File: config.mk
export PLATFORM = sky130hd
export DESIGN_NAME = mul_arbiter
export DESIGN_NICKNAME = d
export VERILOG_FILES = /design/src/rtl/mul_arbiter.sv
export SDC_FILE = /design/constraint.sdc
export NUM_CORES = 1
export LEC_CHECK = 0
export ABC_CLOCK_PERIOD_IN_PS = 2400
export CORE_AREA = 2 2 160 162
export CTS_BUF_LIST = sky130_fd_sc_hd__clkbuf_4 sky130_fd_sc_hd__clkbuf_8
export CTS_CLUSTER_DIAMETER = 30
export CTS_CLUSTER_SIZE = 14
export DETAILED_ROUTE_END_ITERATION = 12
export DIE_AREA = 0 0 162 164
export GPL_ROUTABILITY_DRIVEN = 0
export HOLD_SLACK_MARGIN = 0.12
export PLACE_DENSITY = 0.6
export SLEW_MARGIN = 20
export SYNTH_ARGS = -nofsm -noshare
export SYNTH_HDL_FRONTEND = slang
export SYNTH_SLANG_ARGS = --single-unit
File: constraint.sdc
create_clock -name clk -period 2.4 [get_ports clk]
set_clock_uncertainty 0.05 [all_clocks]
set_input_delay 0.48 -clock clk [delete_from_list [all_inputs] [get_ports clk]]
set_output_delay 0.48 -clock clk [all_outputs]
set_load 0.01 [all_outputs]
File: src/rtl/mul_arbiter.sv
// Round-robin arbiter sharing one external combinational multiplier.
// A grant cycle latches operands; the following edge captures the product.
module mul_arbiter #(
  parameter int NREQ = 4,
  parameter int W = 28,
  localparam int IW = (NREQ > 1) ? $clog2(NREQ) : 1
) (
  input  logic              clk,
  input  logic              rst_n,
  input  logic [NREQ-1:0]   req,
  input  logic [NREQ*W-1:0] op_a,
  input  logic [NREQ*W-1:0] op_b,
  output logic [NREQ-1:0]   gnt,
  output logic [W-1:0]      mul_a,
  output logic [W-1:0]      mul_b,
  input  logic [2*W-1:0]    mul_p,
  output logic [2*W-1:0]    dout,
  output logic              dout_valid,
  output logic [IW-1:0]     dout_id,
  output logic              busy
);

  typedef enum logic {
    IDLE,
    CALC
  } state_t;

  state_t state_q, state_d;

  logic [IW-1:0] ptr_q;
  logic [IW-1:0] id_q;
  logic [IW-1:0] win;
  logic [IW-1:0] ptr_nxt;
  logic [IW-1:0] lo, hi;
  logic          hit_hi;
  logic          go;
  logic [W-1:0]  a_q, b_q;

  // lowest req at/after ptr, else lowest overall (wrap)
  always_comb begin
    lo = '0;
    hi = '0;
    hit_hi = 1'b0;
    for (int i = NREQ - 1; i >= 0; i--) begin
      if (req[i]) begin
        lo = IW'(i);
        if (IW'(i) >= ptr_q) begin
          hi = IW'(i);
          hit_hi = 1'b1;
        end
      end
    end
    win = hit_hi ? hi : lo;
  end

  assign ptr_nxt = (win == IW'(NREQ - 1)) ? '0 : win + 1'b1;
  assign go = (state_q == IDLE) && (|req);

  always_comb begin
    state_d = state_q;
    unique case (state_q)
      IDLE: if (|req) state_d = CALC;
      CALC: state_d = IDLE;
    endcase
  end

  always_ff @(posedge clk or negedge rst_n) begin
    if (!rst_n) state_q <= IDLE;
    else state_q <= state_d;
  end

  always_ff @(posedge clk or negedge rst_n) begin
    if (!rst_n) begin
      gnt <= '0;
      ptr_q <= '0;
      id_q <= '0;
      a_q <= '0;
      b_q <= '0;
      dout <= '0;
      dout_id <= '0;
      dout_valid <= 1'b0;
    end else begin
      gnt <= '0;
      dout_valid <= 1'b0;
      if (go) begin
        gnt <= NREQ'(1) << win;
        a_q <= op_a[int'(win)*W +: W];
        b_q <= op_b[int'(win)*W +: W];
        id_q <= win;
        ptr_q <= ptr_nxt;
      end
      if (state_q == CALC) begin
        dout <= mul_p;
        dout_id <= id_q;
        dout_valid <= 1'b1;
      end
    end
  end

  assign mul_a = a_q;
  assign mul_b = b_q;
  assign busy = (state_q == CALC);

endmodule

==> results.json, run 1 <==
{
  "yosysTopAreaCell": "dfrtp_1",
  "yosys_warnings": 0,
  "hold_buffers": 1,
  "ff_type": "dfrtp_1",
  "edf_count": 0,
  "cts_sinks": 124,
  "critPathLaunchType": "register",
  "status": "completed",
  "r2r-end": "mul_a[22]$_DFFE_PN0P_",
  "synth_chip_area_sq_um": 6907,
  "ioPinCount": 406,
  "hold_end": "id_q[1]$_DFFE_PN0P_",
  "yosysSeqAreaShare_pct": 44.93,
  "place_area_sq_um": 11460,
  "synth_flops": 124,
  "max_freq_mhz": 488.4,
  "grt_max_degree": 70,
  "cts_root_buffer": "clkbuf_8",
  "clkLatencyLatePin_ns": 0.43,
  "first_pass_iters": 5,
  "routedWlPerCell_um": 19.92,
  "hold_path_class": "register to register",
  "crit_chain": "clkdlybuf4s50_1",
  "irDropWorstVdd_mv": 0.4218,
  "reg2regPathDepth": 6,
  "fin_crit_sh_pct": 85.32,
  "grt-ovfl-total": 0,
  "wl_um": 28030,
  "rows": 58,
  "fp.dieH_um": 164,
  "crit_type": "register to primary output",
  "clk_pin_slew_worst_paths_ns": 0.08,
  "vias": 7069,
  "leakagePower_nw": 5.048,
  "arrival_ns": 1.52,
  "synthCells": 680,
  "cts_buffers": 17,
  "antenna_left": 0,
  "cp_slowest_cell": "clkdlybuf4s50_1",
  "cts_tree": "done",
  "ys_cells": 680,
  "synth_cell_types": 31,
  "slew_viol_final": 0,
  "postCtsSetupBuffers": 0,
  "setup_viol": 0,
  "nNetsFinal": 1350,
  "top_area_share_pct": 44.93,
  "die_area_sq_um": 26570,
  "hold_depth": 1,
  "synth_area_per_cell_sq_um": 10.16,
  "endpoint_kind": "primary output",
  "grt_pass1_vias": 7426,
  "synth_area_sq_um": 6907,
  "required_ns": 1.87,
  "hpwl_um": 20120,
  "portBuffers": 405,
  "warnings": 26,
  "ctsResizeCount": 0,
  "whs_ns": 0.4536
}
-- run 1: how the worst max path moves through the flow --
stage | start | to | slack, ns | cells past startpoint
after detailed placement | req[3] | mul_b[13]$_DFFE_PN0P_ | -0.05 | 7
after CTS | busy$_DFF_PN0_ | busy | 0.30 | 1
after global routing | busy$_DFF_PN0_ | busy | 0.30 | 1
after global placement | req[3] | mul_b[2]$_DFFE_PN0P_ | -0.02 | 8
final | busy$_DFF_PN0_ | busy | 0.35 | 1
after floorplan | req[0] | ptr_q[0]$_DFFE_PN0P_ | 0.43 | 7
-- run 1: cells in the final DEF (no fill, tap or decap), types with 5 or more instances in the layout --
cell             netlist  layout
clkdlybuf4s50_1        0     404
dfrtp_1              124     123
inv_1                113     113
nand4_1              112     112
o211ai_1              92      92
mux2_2                59      59
o211a_1               56      56
buf_4                  4      22
o211ai_2              20      20
clkbuf_8               0      18
buf_12                 0      11
nand2_1                5       5
-- run 1: through the flow --
step	total power [W]	setup TNS, ns
after detailed placement	0.009267	-1.142
after global routing	0.01192	0
after global placement	0.009216	-0.02131
after floorplan	0.006157	0
after CTS	0.01138	0
final	0.01121	0
-- run 1: cell families (layout without fill, tap and decap cells) --
logic type               after synthesis  after routing  share of synthesized area, %
flip-flops                           124            124                         44.93
buffers and inverters                189            585                         11.00
adder cells (fa/ha/maj)                1              1                        0.1811
AND-OR/OR-AND                        175            175                         22.48
AND/OR/NAND/NOR                      132            132                         11.79
multiplexers                          59             59                         9.620
other                                  0              1                             0
-- run 1: power breakdown --
part           switching (W)  total, W  internal (W)
Clock                0.00105   0.00204      0.000994
Sequential          0.000467   0.00335       0.00288
Combinational        0.00272   0.00582       0.00310
-- run 1: area by class of cell --
| cell class | instances | area (sq um) | area share, % |
|---|---|---|---|
| timing repair buffer | 439 | 4451 | 37.41 |
| sequential | 124 | 3104 | 26.10 |
| antenna | 1 | 2.502 | 0.02104 |
| multi-input combinational | 367 | 3078 | 25.88 |
| tap | 330 | 412.9 | 3.471 |
| inverter | 114 | 427.9 | 3.597 |
| clock buffer | 18 | 247.7 | 2.083 |
| clock inverter | 14 | 171.4 | 1.441 |
-- run 1: state kept, by name, summed over array words and instances, names as in the netlist --
name,cells
dout,56
mul_a,28
mul_b,28
gnt,4
dout_id,2
id_q,2
ptr_q,2
busy,1
dout_valid,1
-- run 1: per-layer routing --
metal | share of wire (%) | up-vias | wire length, um | global-route usage, %
li1 | - | 3300 | - | -
met1 | 41 | 3433 | 11500 | 25.58
met2 | 48 | 291 | 13560 | 34.51
met3 | 8.1 | 43 | 2267 | 6.136
met4 | 2.5 | 2 | 691 | 7.039
met5 | 0.043 | - | 12 | 0
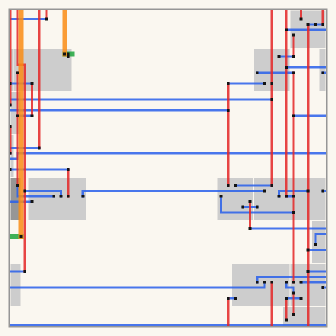
Fig. 1. Zoomed window (run 1).
Region (112, 113) to (132, 133) um. Cells in gray, sequential cells in the stronger gray; small squares are vias.
| color | layer |
|---|---|
| orange | met4 |
| blue | met1 |
| red | met2 |
| green | met3 |
sequential cells in the window: 0
cells with their middle in the window: 7
most frequent: nand4_1 (3), o211a_1 (2)

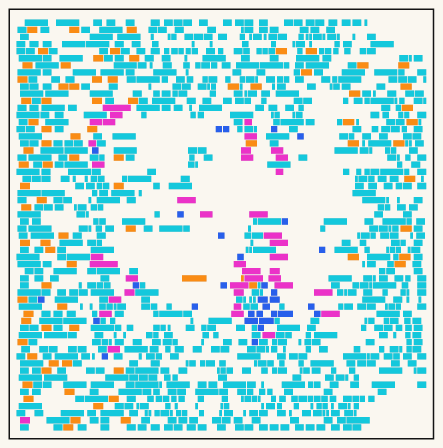
Fig. 2. Drive-strength map (run 1).
| color | size | cells |
|---|---|---|
| orange | drive 2 | 82 |
| magenta | drive 6 and up | 40 |
| blue | drive 3 to 4 | 31 |
| cyan | drive 1 or less | 923 |
design area: 11,900 sq um
non-clock buffer count: 439
Synth-to-Final Area Change: 72.23%
setup ws final: 0.3523 ns

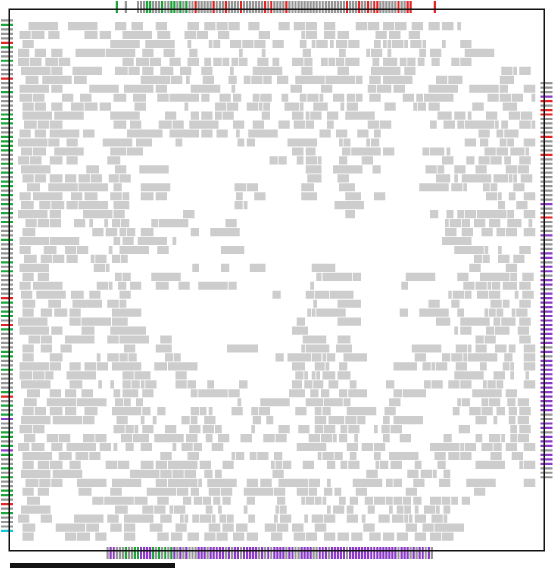
Fig. 3. Pin placement (run 1).
Bar = 50 um. Pins as bars across the die edge, other pins in gray.
| color | port | pins | direction | edge |
|---|---|---|---|---|
| cyan | `clk` | 1 | input | left |
| green | `mul_p` | 56 | input | 41 left, 8 top, 7 bottom |
| purple | `op_b` | 112 | input | 68 bottom, 42 right, 2 left |
| red | `mul_a` | 28 | output | 16 top, 6 right, 6 left |

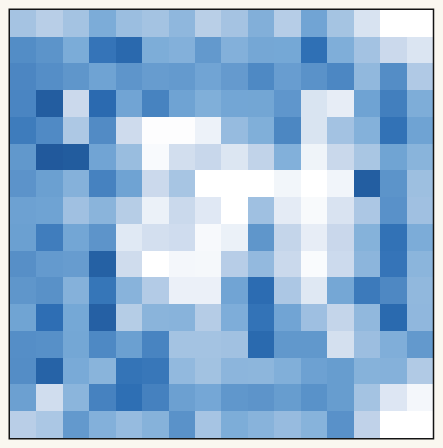
Fig. 4. Cell area per tile (run 1).
The die is cut into 16 by 16 equal tiles; white is low, dark blue is high, 0 to 100% covered.
fullest tile: 83%
mean over tiles: 43%
tiles over 75% full: 4.7%
nearly empty tiles: 4.7%
emptiest ninth of the die: middle
initial core utilization: 27.83%
Final Util: 47.93%
total core area: 24,820 sq um

==> inputs of run 2 (changes only) <==
--- a/config.mk
+++ b/config.mk
@@ -7,7 +7,6 @@
 export LEC_CHECK = 0
 export ABC_CLOCK_PERIOD_IN_PS = 2400
 export CORE_AREA = 2 2 160 162
-export CTS_BUF_LIST = sky130_fd_sc_hd__clkbuf_4 sky130_fd_sc_hd__clkbuf_8
 export CTS_CLUSTER_DIAMETER = 30
 export CTS_CLUSTER_SIZE = 14
 export DETAILED_ROUTE_END_ITERATION = 12
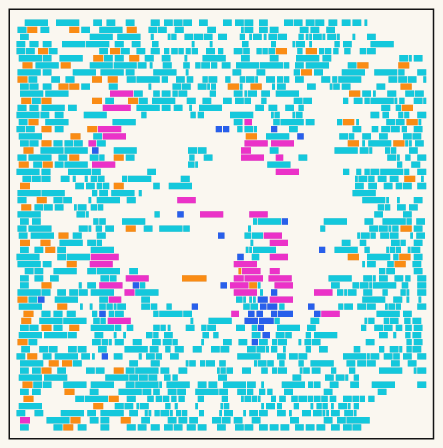
Fig. 5. Drive-strength map (run 2).
Synth-to-Final Area Change: 75.00%
setup ws final: 0.3804 ns
design area: 12,090 sq um

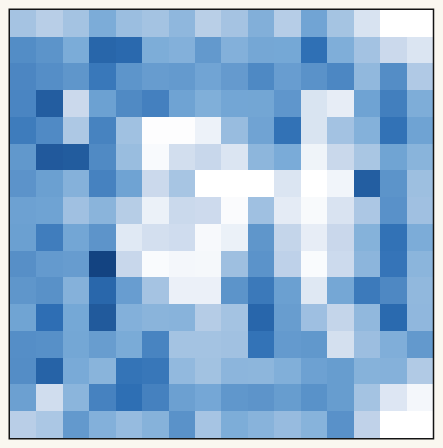
Fig. 6. Cell area per tile (run 2).
The die is cut into 16 by 16 equal tiles; white is low, dark blue is high, 0 to 100% covered.
fullest tile: 92%
emptiest ninth of the die: middle
tiles over 75% full: 4.7%
Final Util: 48.70%

==> run 2 against run 1 <==
Net effect:
- synthesized cell count is the same
- utilization grew 0.77 points
- count of clock-buffer cells in the layout is the same
- clock power grew 34%
- cell count is the same
- critical path type is now primary input to register
==> results.json, run 2 <==
{
  "status": "completed",
  "switching_share_pct": 36.25,
  "drcViolationCount": 0,
  "wl_um": 28090,
  "reg2regPathDepth": 6,
  "cts_buffers": 17,
  "clkLatencyLatePin_ns": 0.41,
  "cts_tree": "done",
  "slew_viol_final": 0,
  "ys_cells": 680,
  "clk_pin_slew_worst_paths_ns": 0.06,
  "cp_slowest_cell": "clkdlybuf4s50_1",
  "hold_end": "id_q[1]$_DFFE_PN0P_",
  "clk_path_buf_depth": 2,
  "synth_area_sq_um": 6907,
  "die_area_sq_um": 26570,
  "layout.cells.most_common_list": "clkdlybuf4s50_1 (404), dfrtp_1 (123), inv_1 (113)",
  "ioPinCount": 406,
  "largest_reg_flops": 56,
  "leakagePower_nw": 5.136,
  "crit_type": "primary input to register",
  "mux_area_share_pct": 9.620,
  "compound_area_share_pct": 22.48,
  "routedWlPerCell_um": 19.96,
  "seqPwrFrac_pct": 28.2,
  "first_pass_iters": 5,
  "cts_sinks": 124,
  "crit_chain": "clkdlybuf4s50_1 -> or3b_4 -> nand2_1 -> o21a_2 -> buf_12 -> o211ai_1 -> o211a_1",
  "hold_path_class": "register to register",
  "synthCells": 680,
  "placeableCoreArea_sq_um": 24820,
  "vias": 7069,
  "p_switching_w": 0.004315,
  "yosysTopAreaCell": "dfrtp_1",
  "max_stage_delay_ns": 0.49,
  "fp_util_pct": 27.83,
  "nNetsFinal": 1350,
  "postCtsSetupBuffers": 0,
  "simple_gate_share_pct": 11.79,
  "endpoint_kind": "register",
  "yosysSeqAreaShare_pct": 44.93,
  "antenna_left": 0,
  "grt_max_degree": 70,
  "ff_type": "dfrtp_1",
  "edf_count": 0,
  "warnings": 26,
  "worst-r2r-setup-slack_ns": 0.44,
  "top_register": "dout",
  "rows": 58,
  "cellInternalPower_w": 0.007588,
  "hpwl_um": 20120,
  "p_comb_share_pct": 48.9,
  "logic_family": "AND-OR/OR-AND gates",
  "yosys_warnings": 0,
  "top_area_share_pct": 44.93,
  "required_ns": 2.65,
  "layout_top_cell": "clkdlybuf4s50_1",
  "synth_flops": 124,
  "irDropWorstVdd_mv": 0.4808,
  "hold_depth": 1,
  "max_freq_mhz": 495.1,
  "r2r-end": "mul_a[13]$_DFFE_PN0P_",
  "adder_share_pct": 0.1812,
  "arrival_ns": 2.27,
  "critPathLaunchType": "primary input",
  "ys_sh_xor_pct": 0,
  "grt-ovfl-total": 0,
  "cts_root_buffer": "clkbuf_16",
  "synth_cell_types": 31,
  "fin_crit_sh_pct": 84.15
}
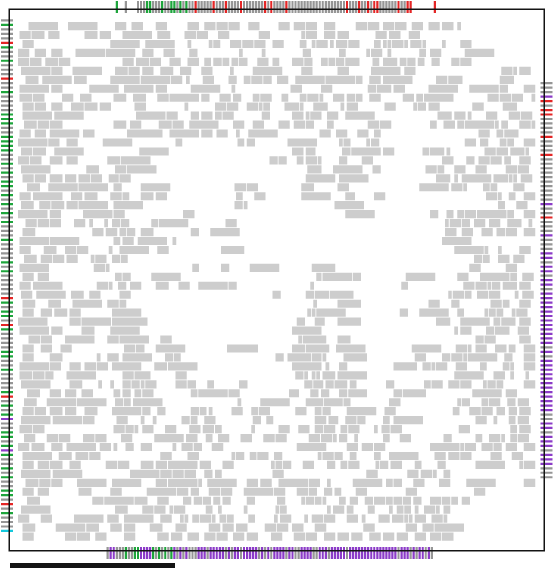
Fig. 7. Pin placement (run 2).
Bar = 50 um. Pins as bars across the die edge, other pins in gray.
| color | port | pins | direction | edge |
|---|---|---|---|---|
| cyan | `clk` | 1 | input | left |
| red | `mul_a` | 28 | output | 16 top, 6 right, 6 left |
| green | `mul_p` | 56 | input | 41 left, 8 top, 7 bottom |
| purple | `op_b` | 112 | input | 68 bottom, 42 right, 2 left |
Die Y-Extent: 164 um
Port Buf Inserts: 405
die width: 162 um

## run 2: layer usage
metal,wire length [um],vias up,part of all wire [%],GRT usage (%)
met4,557,2,2.0,6.114
met2,13630,285,49,34.60
met3,2302,35,8.2,6.843
li1,-,3303,-,-
met5,13,-,0.046,0
met1,11580,3444,41,25.58
## run 2: what timing repair did
item / in CTS / in global routing
gates resized: 0 / 0
endpoints found under the hold margin: 43 / 0
hold buffers: 1 / 0
## run 2: power groups by stage
stage | Sequential (W) | Combinational [W] | Clock (W)
after floorplan | 0.00368 | 0.00248 | 0
after global placement | 0.00337 | 0.00584 | 0
after detailed placement | 0.00339 | 0.00588 | 0
after CTS | 0.00336 | 0.00590 | 0.00283
after global routing | 0.00346 | 0.00626 | 0.00291
final | 0.00336 | 0.00582 | 0.00273
## run 2: cells by family after synthesis
logic type	after synthesis
buffers and inverters	189
adders and majority gates	1
AOI/OAI and AO/OA	175
and+or+nand+nor	132
muxes	59
DFF	124
## run 2: cell type report
| cell class | count | area [sq um] |
|---|---|---|
| antenna | 1 | 2.502 |
| clock buffer | 18 | 439.2 |
| clock inverter | 14 | 171.4 |
| fill | 2355 | 12730 |
| inverter | 114 | 427.9 |
| multi-input combinational | 367 | 3078 |
| sequential | 124 | 3104 |
| tap | 330 | 412.9 |
| timing repair buffer | 439 | 4451 |
## run 2: per-stage QoR
step	setup TNS, ns	area [sq um]	total power, W	hold slack (ns)	instances
final	0	12090	0.01190	0.4539	1407
after global routing	0	12080	0.01263	0.4615	1406
after CTS	0	12080	0.01209	0.4533	1406
after detailed placement	-1.142	11460	0.009267	0.4228	1373
after global placement	-0.02131	11460	0.009216	0.4224	1373
after floorplan	0	6907	0.006157	0.1344	680
## run 2: worst max-delay path, delay by kind of cell
kind	cells	cell delay, ns
compound gates	3	0.47
buf+inv	2	0.68
simple gates	2	0.58
## run 2: worst max-delay path by stage
| stage | end | slack [ns] | depth (start not counted) | startpoint |
|---|---|---|---|---|
| 6_report | mul_a[13]$_DFFE_PN0P_ | 0.38 | 7 | req[0] |
| 5_1_grt | mul_a[27]$_DFFE_PN0P_ | 0.31 | 7 | req[3] |
| 4_1_cts | busy | 0.34 | 1 | busy$_DFF_PN0_ |
| 3_5_place_dp | mul_b[13]$_DFFE_PN0P_ | -0.05 | 7 | req[3] |
| 3_3_place_gp | mul_b[2]$_DFFE_PN0P_ | -0.02 | 8 | req[3] |
| 2_1_floorplan | ptr_q[0]$_DFFE_PN0P_ | 0.43 | 7 | req[0] |
Power figures rest on the tool's default switching activity, not on a simulated workload.
